[src/rtl/mem_stage_pkg.sv]
// Shared types and helpers for the MEM pipeline stage.
//   state_e    : MEM-stage controller states
//   op_e       : decoded memory operation
//   decode_op  : memread > memwrite, double > storeByte
//   byte_merge : replace one little-endian byte lane of a word
package mem_stage_pkg;

    typedef enum logic [2:0] {
        IDLE,
        LD_WAIT,
        SB_MERGE,
        DL_HI,
        DL_WAIT,
        DS_HI
    } state_e;

    typedef enum logic [2:0] {
        OP_NONE,
        OP_LW,
        OP_SW,
        OP_SB,
        OP_LD,
        OP_SD
    } op_e;

    function automatic op_e decode_op(input logic memread,
                                      input logic memwrite,
                                      input logic store_byte,
                                      input logic dbl);
        op_e op;
        op = OP_NONE;
        if (memread) begin
            // A simultaneous memwrite is ignored: the access is a pure load.
            op = dbl ? OP_LD : OP_LW;
        end else if (memwrite) begin
            if (dbl) begin
                op = OP_SD;
            end else if (store_byte) begin
                op = OP_SB;
            end else begin
                op = OP_SW;
            end
        end
        return op;
    endfunction

    // Lane 0 is bits [7:0].
    function automatic logic [31:0] byte_merge(input logic [31:0] word,
                                               input logic [7:0]  byte_val,
                                               input logic [1:0]  lane);
        logic [31:0] r;
        r = word;
        case (lane)
            2'd0:    r[7:0]   = byte_val;
            2'd1:    r[15:8]  = byte_val;
            2'd2:    r[23:16] = byte_val;
            default: r[31:24] = byte_val;
        endcase
        return r;
    endfunction

endpackage

[src/rtl/mem_stage_ctrl_mem_wb_reg.sv]
// MEM/WB pipeline register.
//   load_i         : 1 = capture pass-through fields, 0 = bubble (clear write enables, hold rest)
//   mem_ld_i       : capture memdata_i into memdata_o (load completion)
//   dbl_ld_i       : capture memdata_double_i into memdata_double_o (double load completion)
//   *_i / *_o      : pass-through fields from the MEM stage / towards WB
// Synchronous active-low reset clears every field.
module mem_wb_reg (
    input  logic        clk,
    input  logic        rst_n,
    input  logic        load_i,
    input  logic        mem_ld_i,
    input  logic        dbl_ld_i,
    input  logic [31:0] memdata_i,
    input  logic [31:0] memdata_double_i,
    input  logic [31:0] pc_plus4_i,
    input  logic [31:0] result_alu_i,
    input  logic [31:0] result_alu_double_i,
    input  logic [31:0] shift_left16_i,
    input  logic [1:0]  memtoreg_i,
    input  logic [4:0]  writereg_i,
    input  logic        regwrite_i,
    input  logic        regwrite_f_i,
    output logic [31:0] memdata_o,
    output logic [31:0] memdata_double_o,
    output logic [31:0] pc_plus4_o,
    output logic [31:0] result_alu_o,
    output logic [31:0] result_alu_double_o,
    output logic [31:0] shift_left16_o,
    output logic [1:0]  memtoreg_o,
    output logic [4:0]  writereg_o,
    output logic        regwrite_o,
    output logic        regwrite_f_o
);

    logic [31:0] memdata_d, memdata_q;
    logic [31:0] memdata_double_d, memdata_double_q;
    logic [31:0] pc_plus4_d, pc_plus4_q;
    logic [31:0] result_alu_d, result_alu_q;
    logic [31:0] result_alu_double_d, result_alu_double_q;
    logic [31:0] shift_left16_d, shift_left16_q;
    logic [1:0]  memtoreg_d, memtoreg_q;
    logic [4:0]  writereg_d, writereg_q;
    logic        regwrite_d, regwrite_q;
    logic        regwrite_f_d, regwrite_f_q;

    always_comb begin
        memdata_d           = mem_ld_i ? memdata_i : memdata_q;
        memdata_double_d    = dbl_ld_i ? memdata_double_i : memdata_double_q;
        pc_plus4_d          = pc_plus4_q;
        result_alu_d        = result_alu_q;
        result_alu_double_d = result_alu_double_q;
        shift_left16_d      = shift_left16_q;
        memtoreg_d          = memtoreg_q;
        writereg_d          = writereg_q;
        // A bubble must never retire a register write.
        regwrite_d          = 1'b0;
        regwrite_f_d        = 1'b0;
        if (load_i) begin
            pc_plus4_d          = pc_plus4_i;
            result_alu_d        = result_alu_i;
            result_alu_double_d = result_alu_double_i;
            shift_left16_d      = shift_left16_i;
            memtoreg_d          = memtoreg_i;
            writereg_d          = writereg_i;
            regwrite_d          = regwrite_i;
            regwrite_f_d        = regwrite_f_i;
        end
    end

    always_ff @(posedge clk) begin
        if (!rst_n) begin
            memdata_q           <= '0;
            memdata_double_q    <= '0;
            pc_plus4_q          <= '0;
            result_alu_q        <= '0;
            result_alu_double_q <= '0;
            shift_left16_q      <= '0;
            memtoreg_q          <= '0;
            writereg_q          <= '0;
            regwrite_q          <= 1'b0;
            regwrite_f_q        <= 1'b0;
        end else begin
            memdata_q           <= memdata_d;
            memdata_double_q    <= memdata_double_d;
            pc_plus4_q          <= pc_plus4_d;
            result_alu_q        <= result_alu_d;
            result_alu_double_q <= result_alu_double_d;
            shift_left16_q      <= shift_left16_d;
            memtoreg_q          <= memtoreg_d;
            writereg_q          <= writereg_d;
            regwrite_q          <= regwrite_d;
            regwrite_f_q        <= regwrite_f_d;
        end
    end

    assign memdata_o           = memdata_q;
    assign memdata_double_o    = memdata_double_q;
    assign pc_plus4_o          = pc_plus4_q;
    assign result_alu_o        = result_alu_q;
    assign result_alu_double_o = result_alu_double_q;
    assign shift_left16_o      = shift_left16_q;
    assign memtoreg_o          = memtoreg_q;
    assign writereg_o          = writereg_q;
    assign regwrite_o          = regwrite_q;
    assign regwrite_f_o        = regwrite_f_q;

endmodule

[src/rtl/mem_stage_ctrl.sv]
// MEM pipeline stage controller.
// Consumes the EXE/MEM register outputs, drives a single-port synchronous word memory
// (read data valid one cycle after the address) and owns the MEM/WB register.
// Ports:
//   clk, rst_n               : clock, synchronous active-low reset
//   *_M                      : EXE/MEM fields (access controls, address, store data, pass-through)
//   stall_M                  : hold upstream while a multi-cycle access is in progress
//   mem_addr/mem_we/mem_wdata: memory request (combinational)
//   mem_rdata                : memory read data
//   *_W                      : MEM/WB register outputs
// Ops: LW 2 cycles, SW 1, SB 2 (read-merge-write), LD 3, SD 2.
module mem_stage_ctrl
    import mem_stage_pkg::*;
#(
    parameter int unsigned MEM_AW = 10
) (
    input  logic              clk,
    input  logic              rst_n,
    input  logic              memread_M,
    input  logic              memwrite_M,
    input  logic              storeByte_M,
    input  logic              double_M,
    input  logic [31:0]       resultAlu_M,
    input  logic [31:0]       readdata2_M,
    input  logic [31:0]       readdata_double2_M,
    input  logic [31:0]       PC_plus4_M,
    input  logic [31:0]       ShiftLeft16_M,
    input  logic [31:0]       resultAlu_double_M,
    input  logic [1:0]        memtoreg_M,
    input  logic [4:0]        writereg_M,
    input  logic              regwrite_M,
    input  logic              regwriteF_M,
    output logic              stall_M,
    output logic [MEM_AW-1:0] mem_addr,
    output logic              mem_we,
    output logic [31:0]       mem_wdata,
    input  logic [31:0]       mem_rdata,
    output logic [31:0]       memdata_W,
    output logic [31:0]       memdata_double_W,
    output logic [31:0]       PC_plus4_W,
    output logic [31:0]       resultAlu_W,
    output logic [31:0]       resultAlu_double_W,
    output logic [31:0]       ShiftLeft16_W,
    output logic [1:0]        memtoreg_W,
    output logic [4:0]        writereg_W,
    output logic              regwrite_W,
    output logic              regwriteF_W
);

    state_e            state_d, state_q;
    logic [31:0]       lo_d, lo_q;
    op_e               op;
    logic [MEM_AW-1:0] word_a;
    logic [MEM_AW-1:0] word_a1;
    logic              mem_ld;
    logic              dbl_ld;
    logic [31:0]       ld_lo_val;
    logic              unused_addr_bits;

    assign op      = decode_op(memread_M, memwrite_M, storeByte_M, double_M);
    assign word_a  = resultAlu_M[MEM_AW+1:2];
    // Second word of a double wraps around the top of memory.
    assign word_a1 = word_a + {{(MEM_AW-1){1'b0}}, 1'b1};

    assign unused_addr_bits = ^resultAlu_M[31:MEM_AW+2];

    always_comb begin
        state_d   = state_q;
        lo_d      = lo_q;
        stall_M   = 1'b0;
        mem_addr  = word_a;
        mem_we    = 1'b0;
        mem_wdata = readdata2_M;
        mem_ld    = 1'b0;
        dbl_ld    = 1'b0;
        ld_lo_val = mem_rdata;

        case (state_q)
            IDLE: begin
                case (op)
                    OP_LW: begin
                        stall_M = 1'b1;
                        state_d = LD_WAIT;
                    end
                    OP_SW: begin
                        mem_we = 1'b1;
                    end
                    OP_SB: begin
                        stall_M = 1'b1;
                        state_d = SB_MERGE;
                    end
                    OP_LD: begin
                        stall_M = 1'b1;
                        state_d = DL_HI;
                    end
                    OP_SD: begin
                        mem_we  = 1'b1;
                        stall_M = 1'b1;
                        state_d = DS_HI;
                    end
                    default: ;
                endcase
            end
            LD_WAIT: begin
                mem_ld  = 1'b1;
                state_d = IDLE;
            end
            SB_MERGE: begin
                mem_we    = 1'b1;
                mem_wdata = byte_merge(mem_rdata, readdata2_M[7:0], resultAlu_M[1:0]);
                state_d   = IDLE;
            end
            DL_HI: begin
                lo_d     = mem_rdata;
                mem_addr = word_a1;
                stall_M  = 1'b1;
                state_d  = DL_WAIT;
            end
            DL_WAIT: begin
                mem_ld    = 1'b1;
                dbl_ld    = 1'b1;
                ld_lo_val = lo_q;
                state_d   = IDLE;
            end
            DS_HI: begin
                mem_addr  = word_a1;
                mem_we    = 1'b1;
                mem_wdata = readdata_double2_M;
                state_d   = IDLE;
            end
            default: begin
                state_d = IDLE;
            end
        endcase

        // No memory side effects and no upstream hold while reset is asserted.
        if (!rst_n) begin
            mem_we  = 1'b0;
            stall_M = 1'b0;
        end
    end

    always_ff @(posedge clk) begin
        if (!rst_n) begin
            state_q <= IDLE;
            lo_q    <= '0;
        end else begin
            state_q <= state_d;
            lo_q    <= lo_d;
        end
    end

    mem_wb_reg u_mem_wb_reg (
        .clk                 (clk),
        .rst_n               (rst_n),
        .load_i              (!stall_M),
        .mem_ld_i            (mem_ld),
        .dbl_ld_i            (dbl_ld),
        .memdata_i           (ld_lo_val),
        .memdata_double_i    (mem_rdata),
        .pc_plus4_i          (PC_plus4_M),
        .result_alu_i        (resultAlu_M),
        .result_alu_double_i (resultAlu_double_M),
        .shift_left16_i      (ShiftLeft16_M),
        .memtoreg_i          (memtoreg_M),
        .writereg_i          (writereg_M),
        .regwrite_i          (regwrite_M),
        .regwrite_f_i        (regwriteF_M),
        .memdata_o           (memdata_W),
        .memdata_double_o    (memdata_double_W),
        .pc_plus4_o          (PC_plus4_W),
        .result_alu_o        (resultAlu_W),
        .result_alu_double_o (resultAlu_double_W),
        .shift_left16_o      (ShiftLeft16_W),
        .memtoreg_o          (memtoreg_W),
        .writereg_o          (writereg_W),
        .regwrite_o          (regwrite_W),
        .regwrite_f_o        (regwriteF_W)
    );

endmodule

[config.mk]
export PLATFORM = sky130hd
export DESIGN_NAME = mem_stage_ctrl
export DESIGN_NICKNAME = d
export VERILOG_FILES = /design/src/rtl/mem_stage_pkg.sv /design/src/rtl/mem_stage_ctrl_mem_wb_reg.sv /design/src/rtl/mem_stage_ctrl.sv
export SDC_FILE = /design/constraint.sdc
export NUM_CORES = 1
export LEC_CHECK = 0
export CORE_AREA = 8 8 182 184
export DETAILED_ROUTE_END_ITERATION = 8
export DIE_AREA = 0 0 190 192
export MAX_ROUTING_LAYER = met4
export PLACE_DENSITY = 0.71
export SYNTH_ARGS = -nofsm -noshare
export SYNTH_HDL_FRONTEND = slang
export SYNTH_SLANG_ARGS = --single-unit
[constraint.sdc]
create_clock -name clk -period 3.7 [get_ports clk]
set_clock_uncertainty 0.05 [all_clocks]
set_input_delay 0.74 -clock clk [delete_from_list [all_inputs] [get_ports clk]]
set_output_delay 0.74 -clock clk [all_outputs]
set_load 0.005 [all_outputs]
Fig. 1: the metal 1 layer
Supply wires on this layer in gray. Cells faint in the background.
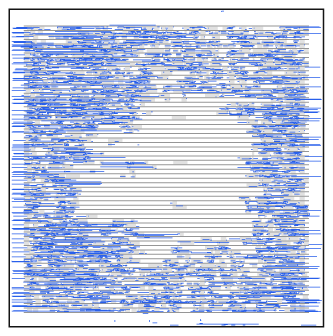
wire length on this layer	15700 um
main direction	horizontal

Fig. 2: routed clock nets over the placement
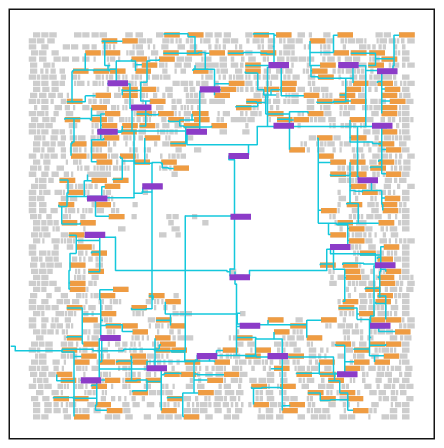
[flip-flops] orange | count: 236
[clock wires] cyan | length: 3150 um
[clock drivers] purple | count: 27
flops lie	all over the die
routed clock nets	28

==> impl_metrics.env <==
# flow metrics
export IMPL_wl_mm=40.5
export IMPL_crit_path_cell_trace="clkdlybuf4s50_1 > ha_1 > nand3_1 > nor2_1 > nand4_1 > xnor2_1 > clkdlybuf4s50_1"
export IMPL_finalPower_uw=6840
export IMPL_cp_required_ns=2.91
export IMPL_synth_area_yosys_um2=9750
export IMPL_adder_share=0.00128
export IMPL_n_fill_cell=2790
export IMPL_finalCritPeriodShare=0.962
export IMPL_tightestPinTransition_ns=1.05
export IMPL_slowest_delay_ns=0.55
export IMPL_maxCapViolCount=0
export IMPL_cts_max_level=1
export IMPL_inverters_excl_clock=0
export IMPL_synth_edff_count=0
export IMPL_synth_cells=1227
export IMPL_postCtsSetupRepairBufs=0
export IMPL_syn_area_um2=9750
export IMPL_cp_depth=7
export IMPL_ctsHoldBuffers=0
export IMPL_ys_types=36
export IMPL_mux_share=0.0280
export IMPL_buf_share=0.320
export IMPL_critPathSlowestCell="clkdlybuf4s50_1"
export IMPL_arrival_ns=2.77
export IMPL_vias=10223
export IMPL_cp_max_fo=4
export IMPL_dp_hpwl_mm=30.3
export IMPL_cts_root_buffer="clkbuf_16"
export IMPL_avgSynthCellArea_um2=7.95
export IMPL_fin_nets=1888
export IMPL_seq_area_frac=0.302
export IMPL_grt_pass1_vias=9976
export IMPL_clock_latency_ns=0.53
export IMPL_status="finished, final reports clean"
export IMPL_ys_seq_share=0.485
export IMPL_hp_start="u_mem_wb_reg.shift_left16_o[21]$_SDFFE_PN0N_"
export IMPL_hold_path_cell_count=2
export IMPL_wl_met2_mm=19.9
export IMPL_power_per_cell_area_nw_per_um2=437
export IMPL_antenna_left=0
export IMPL_top_layer_used="met4"
export IMPL_place_ws_ns=0.184
export IMPL_worstReg2RegEnd="u_mem_wb_reg.result_alu_o[4]$_SDFFE_PN0N_"
export IMPL_comb_area_um2=4550
export IMPL_ys_top_logic_family="simple AND/OR/NAND/NOR gates"
export IMPL_chip_area_um2=36500
export IMPL_dr_wl_met3_mm=3.82
export IMPL_rr_startpoint="state_q[2]$_SDFFE_PN0P_"
export IMPL_gp_congestion=0.945
export IMPL_grt_usage=0.213
export IMPL_top_cells_by_area="dfxtp_1 (48%), nand2_1 (13%), o21ai_0 (9.4%), nand3_1 (7.1%), a21boi_0 (5.0%)"
export IMPL_die_h_um=192
export IMPL_final_cell_mix="clkdlybuf4s50_1 (482), nand2_1 (335), dfxtp_1 (235)"
export IMPL_nNonClkBuffers=503
export IMPL_drive_gt1_frac=0.0438
export IMPL_slew_violations=0
export IMPL_seq_area_um2=4730
export IMPL_cts_sinks=236
export IMPL_grt_busiest_layer="met2"
export IMPL_detail_route_wl_per_cell_um=19.6
export IMPL_final_cell_area_um2=15600
export IMPL_comb_area_frac=0.291
export IMPL_flop_cell="dfxtp_1"
export IMPL_floorplan_core_util=0.323
export IMPL_grtUsageMet3=0.0677
export IMPL_die_w_um=190
export IMPL_io_buffers=483
export IMPL_drt_vias_per_instance=4.96
export IMPL_grt_use_met2=0.366
export IMPL_use_met1=0.236
export IMPL_ff2ff_path_depth=6
export IMPL_cts_tree="built"
export IMPL_final_common_cell="clkdlybuf4s50_1"
export IMPL_io_pins=484
export IMPL_rsz0062_at_grt="no"
export IMPL_fin_ws_ns=0.142
Fig. 3: cells by drive strength
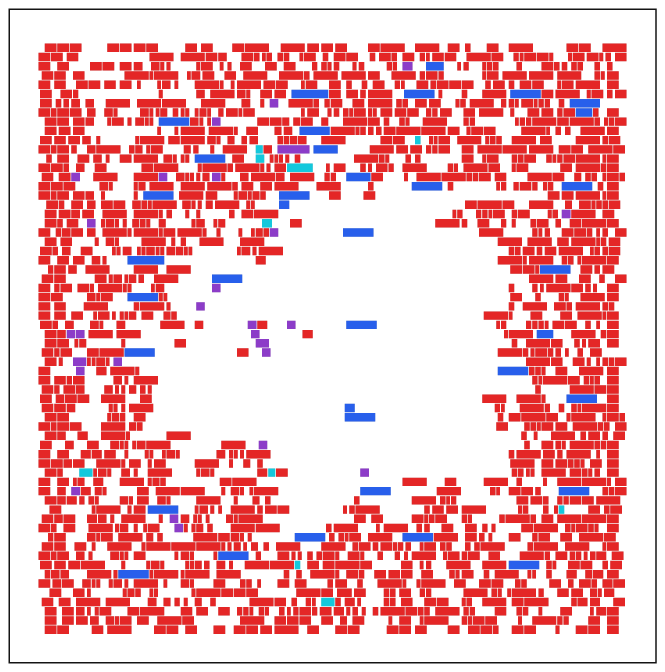
size	color	cells	most used
_6 and larger	blue	36	clkbuf_16
_2 cells	cyan	10	clkinv_2
_0 and _1 cells	red	1594	clkdlybuf4s50_1
_3 and _4 cells	purple	27	buf_4

Fig. 4: clock wiring as the flow saved it
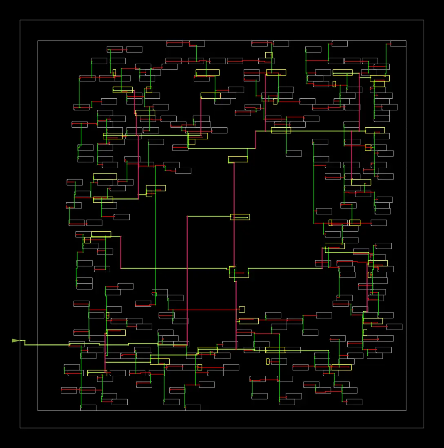
P_clk: 2610 uW
number of sequential cells: 236

through the flow:
step | util | hold slack [ns]
floorplan | - | 0.394
global placement | 0.490 | 0.386
detailed placement | 0.490 | 0.391
CTS | 0.518 | 0.399
global route | 0.518 | 0.414
finish | 0.518 | 0.399
synth_stat cells (all sizes together), types with 2 or more instances:
cell type,number
a21boi,65
o21a,3
a22oi,24
xor2,2
nor2b,8
clkbuf,81
mux2i,25
a21oi,3
nor2,11
and3,2
nand3,139
and3b,2
a22o,6
xnor2,9
mux2,2
nand4,3
dfxtp,236
nand2,336
a21o,6
o21ai,193
buf,30
a31oi,32
report_power, final:
group | total [uW] | internal (uW) | switching [uW]
logic | 1390 | 771 | 619
registers | 2850 | 2740 | 102
clock network | 2610 | 1530 | 1080
total | 6840 | 5040 | 1800
No activity file was given, so power comes from the tool's default toggle rates.
